Fig. 1: met2 routing
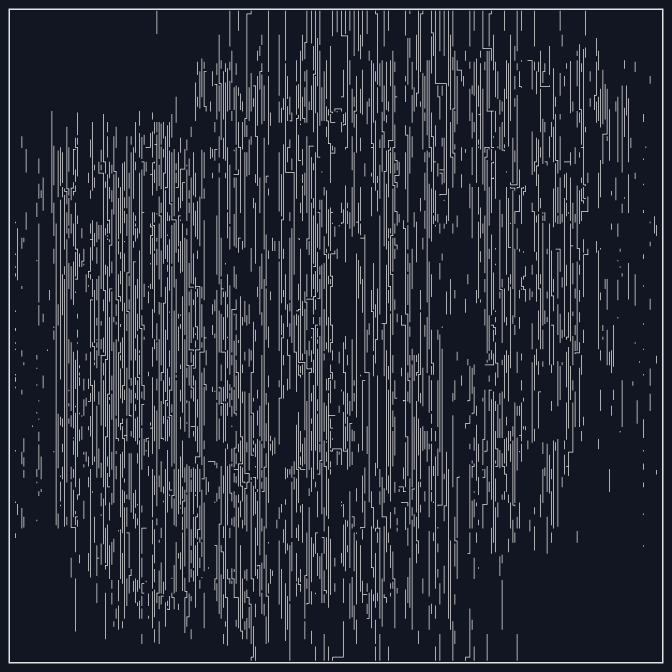
Fig. 2: routed metal, one colour a layer
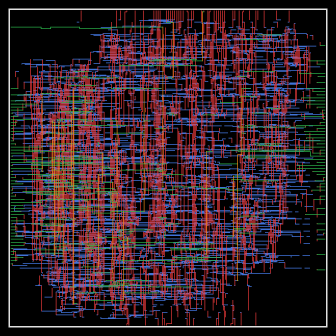
Fig. 3: selected gate families
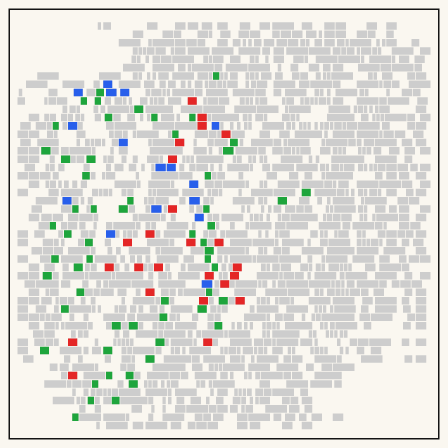
Fig. 4: cell density map
The die is cut into 14 by 14 equal tiles; white is low, dark blue is high, 0 to 100% covered.
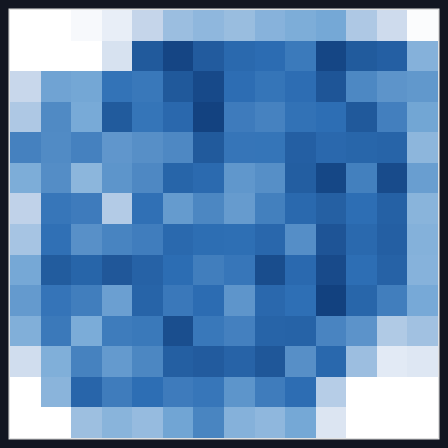
==> src/rtl/fetch_unit.sv <==
// rtl/fetch_unit.sv - instruction fetch stage: in-order imem requests, response buffer, decode handshake
// Optional FETCH_PERF_EN adds perf_fetch_cnt / perf_stall_cnt outputs.
`ifndef DATA_WIDTH
`define DATA_WIDTH 32
`endif
`ifndef INSTRUCTION_WIDTH
`define INSTRUCTION_WIDTH 32
`endif

module fetch_unit #(
  parameter logic [`DATA_WIDTH-1:0] RESET_PC   = 32'h0000_0000,
  parameter int                     FIFO_DEPTH = 2
) (
  input  logic                          clk,
  input  logic                          reset,
  output logic                          imem_req_valid,
  input  logic                          imem_req_ready,
  output logic [`DATA_WIDTH-1:0]        imem_addr,
  input  logic                          imem_rsp_valid,
  input  logic [`INSTRUCTION_WIDTH-1:0] imem_rsp_data,
  input  logic                          redirect_valid,
  input  logic [`DATA_WIDTH-1:0]        redirect_pc,
  output logic                          dec_valid,
  input  logic                          dec_ready,
  output logic [`INSTRUCTION_WIDTH-1:0] dec_instruction,
  output logic [`DATA_WIDTH-1:0]        dec_pc
`ifdef FETCH_PERF_EN
  ,
  output logic [31:0]                   perf_fetch_cnt,
  output logic [31:0]                   perf_stall_cnt
`endif
);

  localparam int             CW      = $clog2(FIFO_DEPTH) + 1;
  localparam int             DW      = `DATA_WIDTH;
  localparam int             IW      = `INSTRUCTION_WIDTH;
  localparam logic [CW:0]    DEPTH_W = (CW+1)'(FIFO_DEPTH);

  logic [DW-1:0] fetch_pc;
  logic [DW-1:0] rsp_pc;
  logic [CW-1:0] outstanding;
  logic [CW-1:0] drop_cnt;
  logic [CW-1:0] fifo_count;

  // Shift-register buffer: entry 0 is always the head, so decode outputs come straight from flops.
  logic [IW-1:0] buf_instr      [FIFO_DEPTH];
  logic [DW-1:0] buf_pc         [FIFO_DEPTH];
  logic [IW-1:0] buf_instr_next [FIFO_DEPTH];
  logic [DW-1:0] buf_pc_next    [FIFO_DEPTH];

  logic          req_fire;
  logic          pop;
  logic          push;
  logic [CW-1:0] outstanding_next;
  logic [CW-1:0] count_next;
  logic [CW-1:0] wr_idx;
  logic [DW-1:0] redirect_aligned;

  assign imem_req_valid   = reset && !redirect_valid &&
                            (({1'b0, outstanding} + {1'b0, fifo_count}) < DEPTH_W);
  assign imem_addr        = fetch_pc;
  assign req_fire         = imem_req_valid && imem_req_ready;
  assign dec_valid        = (fifo_count != '0);
  assign pop              = dec_valid && dec_ready;
  assign push             = imem_rsp_valid && !redirect_valid && (drop_cnt == '0);
  assign dec_instruction  = buf_instr[0];
  assign dec_pc           = buf_pc[0];
  assign redirect_aligned = redirect_pc & ~DW'(3);
  assign outstanding_next = outstanding + CW'(req_fire) - CW'(imem_rsp_valid);
  assign wr_idx           = fifo_count - CW'(pop);

  always_comb begin
    for (int i = 0; i < FIFO_DEPTH; i++) begin
      buf_instr_next[i] = buf_instr[i];
      buf_pc_next[i]    = buf_pc[i];
    end
    if (pop) begin
      for (int i = 0; i < FIFO_DEPTH - 1; i++) begin
        buf_instr_next[i] = buf_instr[i+1];
        buf_pc_next[i]    = buf_pc[i+1];
      end
    end
    if (push) begin
      for (int i = 0; i < FIFO_DEPTH; i++) begin
        if (CW'(i) == wr_idx) begin
          buf_instr_next[i] = imem_rsp_data;
          buf_pc_next[i]    = rsp_pc;
        end
      end
    end
    count_next = fifo_count + CW'(push) - CW'(pop);
    if (redirect_valid) begin
      count_next = '0;
    end
  end

  always_ff @(posedge clk) begin
    if (!reset) begin
      fetch_pc    <= RESET_PC;
      rsp_pc      <= RESET_PC;
      outstanding <= '0;
      drop_cnt    <= '0;
      fifo_count  <= '0;
      for (int i = 0; i < FIFO_DEPTH; i++) begin
        buf_instr[i] <= '0;
        buf_pc[i]    <= '0;
      end
    end else begin
      outstanding <= outstanding_next;
      fifo_count  <= count_next;
      for (int i = 0; i < FIFO_DEPTH; i++) begin
        buf_instr[i] <= buf_instr_next[i];
        buf_pc[i]    <= buf_pc_next[i];
      end
      // Every request still in flight after this cycle belongs to the abandoned path.
      if (redirect_valid) begin
        fetch_pc <= redirect_aligned;
        rsp_pc   <= redirect_aligned;
        drop_cnt <= outstanding_next;
      end else begin
        if (req_fire) begin
          fetch_pc <= fetch_pc + DW'(4);
        end
        if (imem_rsp_valid) begin
          if (drop_cnt != '0) begin
            drop_cnt <= drop_cnt - CW'(1);
          end else begin
            rsp_pc <= rsp_pc + DW'(4);
          end
        end
      end
    end
  end

`ifdef FETCH_PERF_EN
  always_ff @(posedge clk) begin
    if (!reset) begin
      perf_fetch_cnt <= '0;
      perf_stall_cnt <= '0;
    end else begin
      if (pop) begin
        perf_fetch_cnt <= perf_fetch_cnt + 32'd1;
      end
      if (dec_valid && !dec_ready) begin
        perf_stall_cnt <= perf_stall_cnt + 32'd1;
      end
    end
  end
`endif

endmodule

==> config.mk <==
export PLATFORM = sky130hd
export DESIGN_NAME = fetch_unit
export DESIGN_NICKNAME = d
export VERILOG_FILES = /design/src/rtl/fetch_unit.sv
export SDC_FILE = /design/constraint.sdc
export NUM_CORES = 1
export LEC_CHECK = 0
export CORE_MARGIN = 2
export CORE_UTILIZATION = 50
export DETAILED_ROUTE_END_ITERATION = 8
export GPL_TIMING_DRIVEN = 0
export PLACE_DENSITY = 0.77
export SYNTH_ARGS = -nofsm -noshare
export SYNTH_HDL_FRONTEND = slang
export SYNTH_SLANG_ARGS = --single-unit
==> constraint.sdc <==
create_clock -name clk -period 4.93 [get_ports clk]
set_input_delay 1.479 -clock clk [delete_from_list [all_inputs] [get_ports clk]]
set_output_delay 1.479 -clock clk [all_outputs]
set_load 0.005 [all_outputs]
==> reports/summary.json <==
{
  "drv_cap": {"value": 0},
  "regArea": {"value": 0.00384, "unit": "mm2"},
  "synth-seq-cells": {"value": 192},
  "cp_slowest_cell": {"value": "sky130_fd_sc_hd__clkdlybuf4s50_1"},
  "powerClk": {"value": 1.52, "unit": "mW"},
  "antenna_cells_inserted": {"value": 0},
  "fin_setup_tns": {"value": 0, "unit": "ps"},
  "yosysMostFrequentCell": {"value": "sky130_fd_sc_hd__dfxtp_1"},
  "synth_warnings": {"value": 0},
  "dieHeight": {"value": 140, "unit": "um"},
  "root_buffer": {"value": "sky130_fd_sc_hd__clkbuf_16"},
  "synth_area_per_cell": {"value": 8.38, "unit": "um2"},
  "comb_power_share": {"value": 17.7, "unit": "%"},
  "clockPowerShare": {"value": 38.2, "unit": "%"},
  "ys_seq_share": {"value": 41.6, "unit": "%"},
  "detail_route.iter0.violations": {"value": 598},
  "floorplan.io_pins": {"value": 168},
  "post_route_cells_drive_above_1_share": {"value": 8.64, "unit": "%"},
  "synth-adder-area-share": {"value": 1.30, "unit": "%"},
  "status": {"value": "completed"},
  "preCtsSetupSlack": {"value": -303, "unit": "ps"},
  "min-delay-path-class": {"value": "reg2reg"},
  "fin_worst_skew": {"value": 7.48, "unit": "ps"},
  "tapcell.inserted": {"value": 229},
  "seq_power": {"value": 1.76, "unit": "mW"},
  "n_fill_cell": {"value": 1531},
  "layout.comb_gates.multi_input": {"value": 746},
  "yosys.cell_types.count": {"value": 57},
  "post-cts-setup-buffer-count": {"value": 0},
  "insertion_delay": {"value": 440, "unit": "ps"},
  "top_area_share": {"value": 41.6, "unit": "%"},
  "power_density": {"value": 338, "unit": "mW/mm2"},
  "final_design_area_no_fill": {"value": 0.0118, "unit": "mm2"},
  "crit_buf_inv": {"value": 3},
  "finalNetCount": {"value": 1362},
  "end_kind": {"value": "output pin"},
  "worst_hold_path_depth": {"value": 2},
  "number_of_warnings_in_the_stage_logs": {"value": 28},
  "vias_per_cell": {"value": 5.84},
  "path_max_fanout": {"value": 9},
  "xor_area_share": {"value": 2.28, "unit": "%"},
  "cts_buffers": {"value": 17},
  "power.switching_fraction": {"value": 27.2, "unit": "%"},
  "worst-endpoint-arrival": {"value": 3210, "unit": "ps"},
  "synth.comb.largest_family": {"value": "simple AND/OR/NAND/NOR gates"},
  "startpoint_type": {"value": "input pin"},
  "type_of_the_setup_path_with_the_least_slack": {"value": "in2out"}
}
-- Fig. 1 (at the start) --
longest straight run = 64.6 um
nets with wire on the layer = 1123
share of all routed wire = 45%
main direction = vertical
routing usage on met2: 43.4%
via count: 8907
total wire length after detailed routing: 27400 um

-- Fig. 2 (at the start) --
orange -> met4  # wire length 931 um
red -> met2  # wire length 12300 um
blue -> met1  # wire length 11800 um
green -> met3  # wire length 2350 um
wire per inst: 18.0 um
Global Route Usage Sum: 27.6%

-- Fig. 3 (at the start) --
blue -> AND-OR and OR-AND gates  # cells 16
red -> XOR/XNOR gates  # cells 24, most used xnor2_1
green -> AND and OR gates  # cells 58, most used and4_1
post-route non-filler standard cell count: 1525
fraction of standard cell area in multi-input logic: 38.4%

-- Fig. 4 (at the start) --
mean over tiles = 59%
tiles over 75% full = 32%
nearly empty tiles = 7.7%
fullest tile = 93%
core outline area: 0.0180 mm2
final design utilization: 65.5%
Core Util at FP: 51.2%

[per-layer routing]
layer	vias up	GRT usage (%)	wire length (um)
li1	4266	-	-
met1	4132	37.7	11800
met2	445	43.4	12300
met3	64	4.99	2350
met4	0	11.3	930
met5	-	0	0
[path summary, 6_finish.rpt]
path | start | to | slack, ps
setup / recovery | redirect_valid | imem_req_valid | 240
hold / removal | buf_instr[0][39] | buf_instr[0][39] | 450
setup reg to reg | fifo_count[1] | buf_pc[0][3] | 1300
hold reg to reg | buf_instr[0][39] | buf_instr[0][39] | 450
[registers in the layout (all words and copies together) (netlist names)]
register     cells
buf_instr       64
buf_pc          62
imem_addr       30
rsp_pc          30
drop_cnt         2
fifo_count       2
outstanding      2
